[config.mk]
export PLATFORM = sky130hd
export DESIGN_NAME = splat_credit_fifo_flat
export DESIGN_NICKNAME = d
export VERILOG_FILES = /design/src/rtl/splat_credit_fifo_pkg.sv /design/src/rtl/splat_credit_fifo_if.sv /design/src/rtl/splat_credit_ctr.sv /design/src/rtl/splat_credit_fifo.sv /design/src/flat_wrapper.sv
export SDC_FILE = /design/constraint.sdc
export NUM_CORES = 2
export LEC_CHECK = 0
export ABC_AREA = 1
export CORE_MARGIN = 10
export CORE_UTILIZATION = 30
export DETAILED_ROUTE_END_ITERATION = 10
export PLACE_DENSITY = 0.57
export SLEW_MARGIN = 20
export SYNTH_ARGS = -nofsm -noshare
export SYNTH_HDL_FRONTEND = slang
export SYNTH_HIERARCHICAL = 1
export SYNTH_SLANG_ARGS = --single-unit
[constraint.sdc]
create_clock -name clk -period 6.1 [get_ports clk]
set_input_delay 1.83 -clock clk [delete_from_list [all_inputs] [get_ports clk]]
set_output_delay 1.83 -clock clk [all_outputs]
set_load 0.02 [all_outputs]
[src/rtl/splat_credit_fifo_pkg.sv]
// Shared splat constants and the per-write classification used by the
// credit accounting.
package splat_credit_fifo_pkg;

   localparam int SPLAT_DDR3_WIDTH = 64;
   localparam int SPLAT_MAX_BURST  = 8;
   localparam int SPLAT_DEPTH      = 32;

   // What happens to a word arriving on wr_en in a given cycle.
   typedef enum logic [1:0] {
      WR_IDLE,
      WR_STORE,
      WR_DRAIN,
      WR_DROP
   } wr_fate_e;

endpackage

[src/rtl/splat_credit_fifo_if.sv]
// Reservation, write, read and status signals of the splat credit FIFO.
interface splat_credit_fifo_if
   import splat_credit_fifo_pkg::*;
#(
   parameter int WIDTH     = SPLAT_DDR3_WIDTH,
   parameter int DEPTH     = SPLAT_DEPTH,
   parameter int MAX_BURST = SPLAT_MAX_BURST
);
   localparam int AW = $clog2(DEPTH);
   localparam int LW = $clog2(MAX_BURST + 1);

   logic             rsv_req;
   logic [LW-1:0]    rsv_len;
   logic             rsv_grant;
   logic [WIDTH-1:0] wr_data;
   logic             wr_en;
   logic [WIDTH-1:0] rd_data;
   logic             rd_valid;
   logic             rd_ack;
   logic [AW:0]      count;
   logic [AW:0]      space;
   logic             flush;
   logic             flush_busy;
   logic             overflow;

   modport master (
      output rsv_req, rsv_len, wr_data, wr_en, rd_ack, flush,
      input  rsv_grant, rd_data, rd_valid, count, space, flush_busy, overflow
   );

   modport slave (
      input  rsv_req, rsv_len, wr_data, wr_en, rd_ack, flush,
      output rsv_grant, rd_data, rd_valid, count, space, flush_busy, overflow
   );

endinterface

[src/rtl/splat_credit_ctr.sv]
// Credit accounting: reserved-but-unwritten words, the post-flush drain
// of in-flight words, and the sticky overflow flag.
module splat_credit_ctr
   import splat_credit_fifo_pkg::*;
#(
   parameter int DEPTH     = SPLAT_DEPTH,
   parameter int MAX_BURST = SPLAT_MAX_BURST,
   localparam int AW = $clog2(DEPTH),
   localparam int PW = AW + 1,
   localparam int LW = $clog2(MAX_BURST + 1)
) (
   input  logic          clk,
   input  logic          reset,
   input  logic          grant,
   input  logic [LW-1:0] grant_len,
   input  logic          wr_en,
   input  logic          flush,
   output logic [PW-1:0] outstanding,
   output logic          flush_busy,
   output logic          wr_store,
   output logic          overflow
);

   logic [PW-1:0] drain_cnt;
   logic [PW-1:0] grant_add;
   logic [PW-1:0] store_sub;
   logic [PW-1:0] drain_sub;
   wr_fate_e      fate;

   // A write during a drain is swallowed; a write racing a flush consumes
   // one of the credits that would otherwise become drain work.
   always_comb begin
      fate = WR_IDLE;
      if (wr_en) begin
         if (drain_cnt != '0)
            fate = WR_DRAIN;
         else if (outstanding != '0)
            fate = flush ? WR_DRAIN : WR_STORE;
         else
            fate = WR_DROP;
      end
   end

   assign grant_add  = grant ? PW'(grant_len) : '0;
   assign store_sub  = PW'(fate == WR_STORE);
   assign drain_sub  = PW'(fate == WR_DRAIN);
   assign wr_store   = (fate == WR_STORE);
   assign flush_busy = (drain_cnt != '0);

   always_ff @(posedge clk) begin
      if (reset) begin
         outstanding <= '0;
         drain_cnt   <= '0;
         overflow    <= 1'b0;
      end else begin
         if (flush) begin
            outstanding <= '0;
            drain_cnt   <= drain_cnt + outstanding - drain_sub;
         end else begin
            outstanding <= outstanding + grant_add - store_sub;
            drain_cnt   <= drain_cnt - drain_sub;
         end
         if (fate == WR_DROP)
            overflow <= 1'b1;
      end
   end

endmodule

[src/rtl/splat_credit_fifo.sv]
// Credit-reserved show-ahead FIFO for DDR3 read-return words; storage and
// pointers live here, credit bookkeeping in splat_credit_ctr.
module splat_credit_fifo
   import splat_credit_fifo_pkg::*;
#(
   parameter int WIDTH     = SPLAT_DDR3_WIDTH,
   parameter int DEPTH     = SPLAT_DEPTH,
   parameter int MAX_BURST = SPLAT_MAX_BURST
) (
   input logic                clk,
   input logic                reset,
   splat_credit_fifo_if.slave bus
);

   localparam int AW = $clog2(DEPTH);
   localparam int PW = AW + 1;
   localparam int LW = $clog2(MAX_BURST + 1);

   logic [WIDTH-1:0] mem [DEPTH];
   logic [PW-1:0]    wr_ptr;
   logic [PW-1:0]    rd_ptr;
   logic [PW-1:0]    count;
   logic [PW-1:0]    space;
   logic [PW-1:0]    outstanding;
   logic             rd_valid;
   logic             grant;
   logic             len_ok;
   logic             pop;
   logic             wr_store;
   logic             flush_busy;
   logic             overflow;

   assign count    = wr_ptr - rd_ptr;
   assign space    = PW'(DEPTH) - count - outstanding;
   assign rd_valid = (count != '0);
   assign len_ok   = (bus.rsv_len != '0) && (bus.rsv_len <= LW'(MAX_BURST));
   assign grant    = !reset && bus.rsv_req && len_ok && (PW'(bus.rsv_len) <= space)
                     && !bus.flush && !flush_busy;
   assign pop      = bus.rd_ack && rd_valid && !bus.flush;

   splat_credit_ctr #(
      .DEPTH     (DEPTH),
      .MAX_BURST (MAX_BURST)
   ) u_credit (
      .clk         (clk),
      .reset       (reset),
      .grant       (grant),
      .grant_len   (bus.rsv_len),
      .wr_en       (bus.wr_en),
      .flush       (bus.flush),
      .outstanding (outstanding),
      .flush_busy  (flush_busy),
      .wr_store    (wr_store),
      .overflow    (overflow)
   );

   // Pointers carry one extra bit so a full FIFO is distinguishable from empty.
   always_ff @(posedge clk) begin
      if (reset || bus.flush) begin
         wr_ptr <= '0;
         rd_ptr <= '0;
      end else begin
         if (wr_store)
            wr_ptr <= wr_ptr + PW'(1);
         if (pop)
            rd_ptr <= rd_ptr + PW'(1);
      end
   end

   always_ff @(posedge clk) begin
      if (wr_store)
         mem[wr_ptr[AW-1:0]] <= bus.wr_data;
   end

   assign bus.rsv_grant  = grant;
   assign bus.rd_data    = mem[rd_ptr[AW-1:0]];
   assign bus.rd_valid   = rd_valid;
   assign bus.count      = count;
   assign bus.space      = space;
   assign bus.flush_busy = flush_busy;
   assign bus.overflow   = overflow;

endmodule

[src/flat_wrapper.sv]
// flat-port wrapper written by rule: the top's interface ports become plain ports
module splat_credit_fifo_flat import splat_credit_fifo_pkg::*;
#(
   parameter int WIDTH     = SPLAT_DDR3_WIDTH,
   parameter int DEPTH     = SPLAT_DEPTH,
   parameter int MAX_BURST = SPLAT_MAX_BURST
)
  (clk, reset, bus_rsv_req, bus_rsv_len, bus_wr_data, bus_wr_en, bus_rd_ack, bus_flush, bus_rsv_grant, bus_rd_data, bus_rd_valid, bus_count, bus_space, bus_flush_busy, bus_overflow);
  splat_credit_fifo_if #(.WIDTH(WIDTH), .DEPTH(DEPTH), .MAX_BURST(MAX_BURST)) bus_i ();
  input logic clk;
  input logic reset;
  input wire logic [$bits(bus_i.rsv_req)-1:0] bus_rsv_req;
  input wire logic [$bits(bus_i.rsv_len)-1:0] bus_rsv_len;
  input wire logic [$bits(bus_i.wr_data)-1:0] bus_wr_data;
  input wire logic [$bits(bus_i.wr_en)-1:0] bus_wr_en;
  input wire logic [$bits(bus_i.rd_ack)-1:0] bus_rd_ack;
  input wire logic [$bits(bus_i.flush)-1:0] bus_flush;
  output wire logic [$bits(bus_i.rsv_grant)-1:0] bus_rsv_grant;
  output wire logic [$bits(bus_i.rd_data)-1:0] bus_rd_data;
  output wire logic [$bits(bus_i.rd_valid)-1:0] bus_rd_valid;
  output wire logic [$bits(bus_i.count)-1:0] bus_count;
  output wire logic [$bits(bus_i.space)-1:0] bus_space;
  output wire logic [$bits(bus_i.flush_busy)-1:0] bus_flush_busy;
  output wire logic [$bits(bus_i.overflow)-1:0] bus_overflow;
  assign bus_i.rsv_req = bus_rsv_req;
  assign bus_i.rsv_len = bus_rsv_len;
  assign bus_i.wr_data = bus_wr_data;
  assign bus_i.wr_en = bus_wr_en;
  assign bus_i.rd_ack = bus_rd_ack;
  assign bus_i.flush = bus_flush;
  assign bus_rsv_grant = bus_i.rsv_grant;
  assign bus_rd_data = bus_i.rd_data;
  assign bus_rd_valid = bus_i.rd_valid;
  assign bus_count = bus_i.count;
  assign bus_space = bus_i.space;
  assign bus_flush_busy = bus_i.flush_busy;
  assign bus_overflow = bus_i.overflow;
  splat_credit_fifo #(.WIDTH(WIDTH), .DEPTH(DEPTH), .MAX_BURST(MAX_BURST)) u_core (.clk(clk), .reset(reset), .bus(bus_i));
endmodule
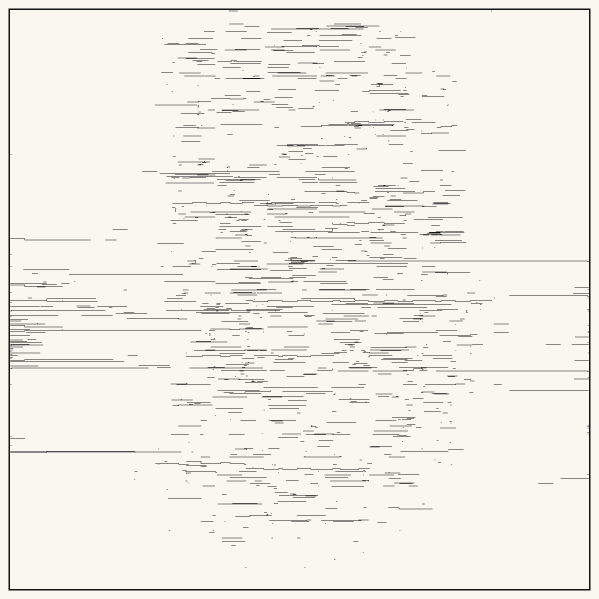
Fig. 1. The metal 3 layer.
- main direction: horizontal
- wire length on this layer: 16300 um
- nets with wire on the layer: 347
- longest straight run: 226 um
Routed Wire Length: 243 mm
via count: 53700
GR Layer Usage met3: 2.75%

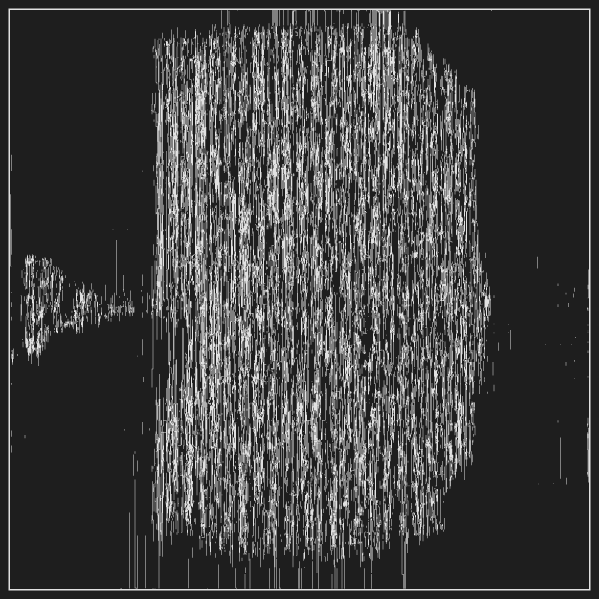
Fig. 2. M2 wires.
- main direction: vertical
- longest straight run: 147 um
- wire length on this layer: 114 mm
GR Layer Usage met2: 25.7%

## state kept, by name, summed over array words and instances, names as in the netlist, named ones only
name and cells:
u_core/u_credit/overflow 1, u_core/wr_ptr 6, u_core/u_credit/drain_cnt 6, u_core/rd_ptr 6, u_core/mem 2048, u_core/u_credit/outstanding 6
## cells in the mapped netlist
library cell	number	area [sq um]
a21oi_1	65	325
a21oi_2	1	8.76
a31oi_1	2	12.5
and2_1	1	6.26
and2_4	1	8.76
buf_1	23	86.3
buf_2	89	445
buf_4	43	323
buf_6	8	90.1
buf_8	2	30.0
clkbuf_1	275	1030
clkinv_1	1	3.75
dfxtp_1	30	601
edfxtp_1	2048	61500
fa_1	4	80.1
ha_1	45	563
inv_1	84	315
inv_2	6	22.5
inv_4	1	6.26
nand2_1	635	2380
nand2_2	3	18.8
nand3_1	261	1310
nand3_2	4	40.0
nand3b_1	1	7.51
nand4_1	8	50.1
nand4_2	1	12.5
nor2_1	1102	4140
nor2_4	2	22.5
nor3_1	8	40.0
o211ai_1	1	7.51
o21a_1	1	7.51
o21ai_0	1023	5120
o21ai_1	99	495
o221ai_1	43	377
o22ai_1	470	2940
o31ai_1	1	7.51
or4_1	1	7.51
xnor2_1	2	17.5
xor2_1	8	70.1
## worst paths after layout
| path | startpoint | to | slack [ns] | cells after the start |
|---|---|---|---|---|
| worst min-delay path | u_core/rd_ptr[5] | u_core/rd_ptr[5] | 0.49 | 2 |
| worst max-delay path | register | bus_rd_data[12] | 0.09 | 11 |
| worst min register to register | u_core/rd_ptr[5] | u_core/rd_ptr[5] | 0.49 | 2 |
| worst max register to register | u_core/wr_ptr[0] | u_core/u_credit/outstanding[4] | 1.24 | 27 |
## repair_timing
item | CTS | global route
setup endpoints to repair | 3 | 16
setup buffers | 1 | 1
hold buffers | 0 | 0
pin swaps | 3 | 5
gates cloned | 0 | 1
gates resized | 8 | 16
## layer usage
| layer | track usage, % | part of all wire [%] | vias to the layer above |
|---|---|---|---|
| met5 | 0 | 0.051 | - |
| li1 | - | - | 23800 |
| met1 | 21.2 | 43 | 27600 |
| met4 | 4.97 | 3.0 | 20 |
| met3 | 2.75 | 6.7 | 438 |
| met2 | 25.7 | 47 | 1888 |
## critical path: stages (launching register included)
cell and delay, ns:
dfxtp_4 0.77, clkinv_16 0.39, buf_12 0.38, o21ai_0 0.28, o22ai_1 0.09, nand2_1 0.06, nand2_1 0.06, nand2_1 0.07
o21ai_1 0.09, nand2_1 0.13, nand2_1 0.14, clkdlybuf4s50_1 0.58
## cells by family (layout without fill, tap and decap cells)
group                      Yosys count  count (layout)
AOI/OAI and AO/OA                 1706            1706
xor gates and xnor gates            10              10
adders and majority gates           49              49
buffers and inverters              532             765
DFF                               2078            2078
other                                0              10
and+or+nand+nor                   2028            2028
## through the flow
step | setup slack [ns] | setup TNS, ns | total power (uW)
floorplan | 0.0519 | 0 | 17400
global route | -0.0176 | -0.0376 | 31500
finish | 0.0901 | 0 | 30500
CTS | 0.00366 | 0 | 30700
global placement | 0.208 | 0 | 18200
detailed placement | 0.334 | 0 | 18200
==> Slide: Implementation Results <==
Flow Results at a Glance

Layout
  – Post-route non-filler standard cell count: roughly 10000
  – Clock buf count: 255
  – # diodes: 10
  – Top cell excl fill/tap: edfxtp_1
  – Flop area: 62100 sq um
  – Buffers, non-clock: between 200 and 300
  – Finished Core Util: roughly a third
  – Fraction of area in multi-input gates: 19.2%
  – Post-route cell area: approximately 95000 sq um

STA
  – Max Slew Vio Count: 0
  – Worst hold margin: 0.495 ns
  – Crit share post-route: 98.5%
  – Fmax: 166 MHz
  – Min Tclk post-route: 6.01 ns
  – Rel. slew slack: 28.8%
  – Worst slew pin tran: 1.06 ns

Setup path
  – Worst-path fanout max: 107

Power
  – Pleak: 0.0311 uW
  – Max VDD drop: 0.000258 V

Logic synthesis
  – Post-Synthesis Cells: 6403
  – Avg Inst Size Synth: 12.9 sq um
  – Yosys simple share: 9.74%
  – Area reported by Yosys stat: 82500 sq um
  – Ys flops: ~2100
  – Mapped Area: 82500 sq um
  – Synthesis Warnings: 6
  – Top logic family: AND-OR/OR-AND gates
  – Synthesized net count: 6526
  – Mux share: 0%

Run status
  – Status: complete, no violations

Floorplanning
  – Die area: slightly below 300000 sq um
  – Site row count: 192
  – FP Util: around 30%

Drt
  – Antenna violation net count after detailed routing: 0
  – Remaining DRCs: 0

Min path
  – HP Class: reg -> reg

Clock network
  – CTS clk-pin slew, worst paths: 0.06 ns

Job
  – Log Warnings: around 54
  – Max cap viols: 0

Place
  – I/O Buffers: 153
  – DP Wirelength: 116 mm
Power and IR drop assume default switching activity.
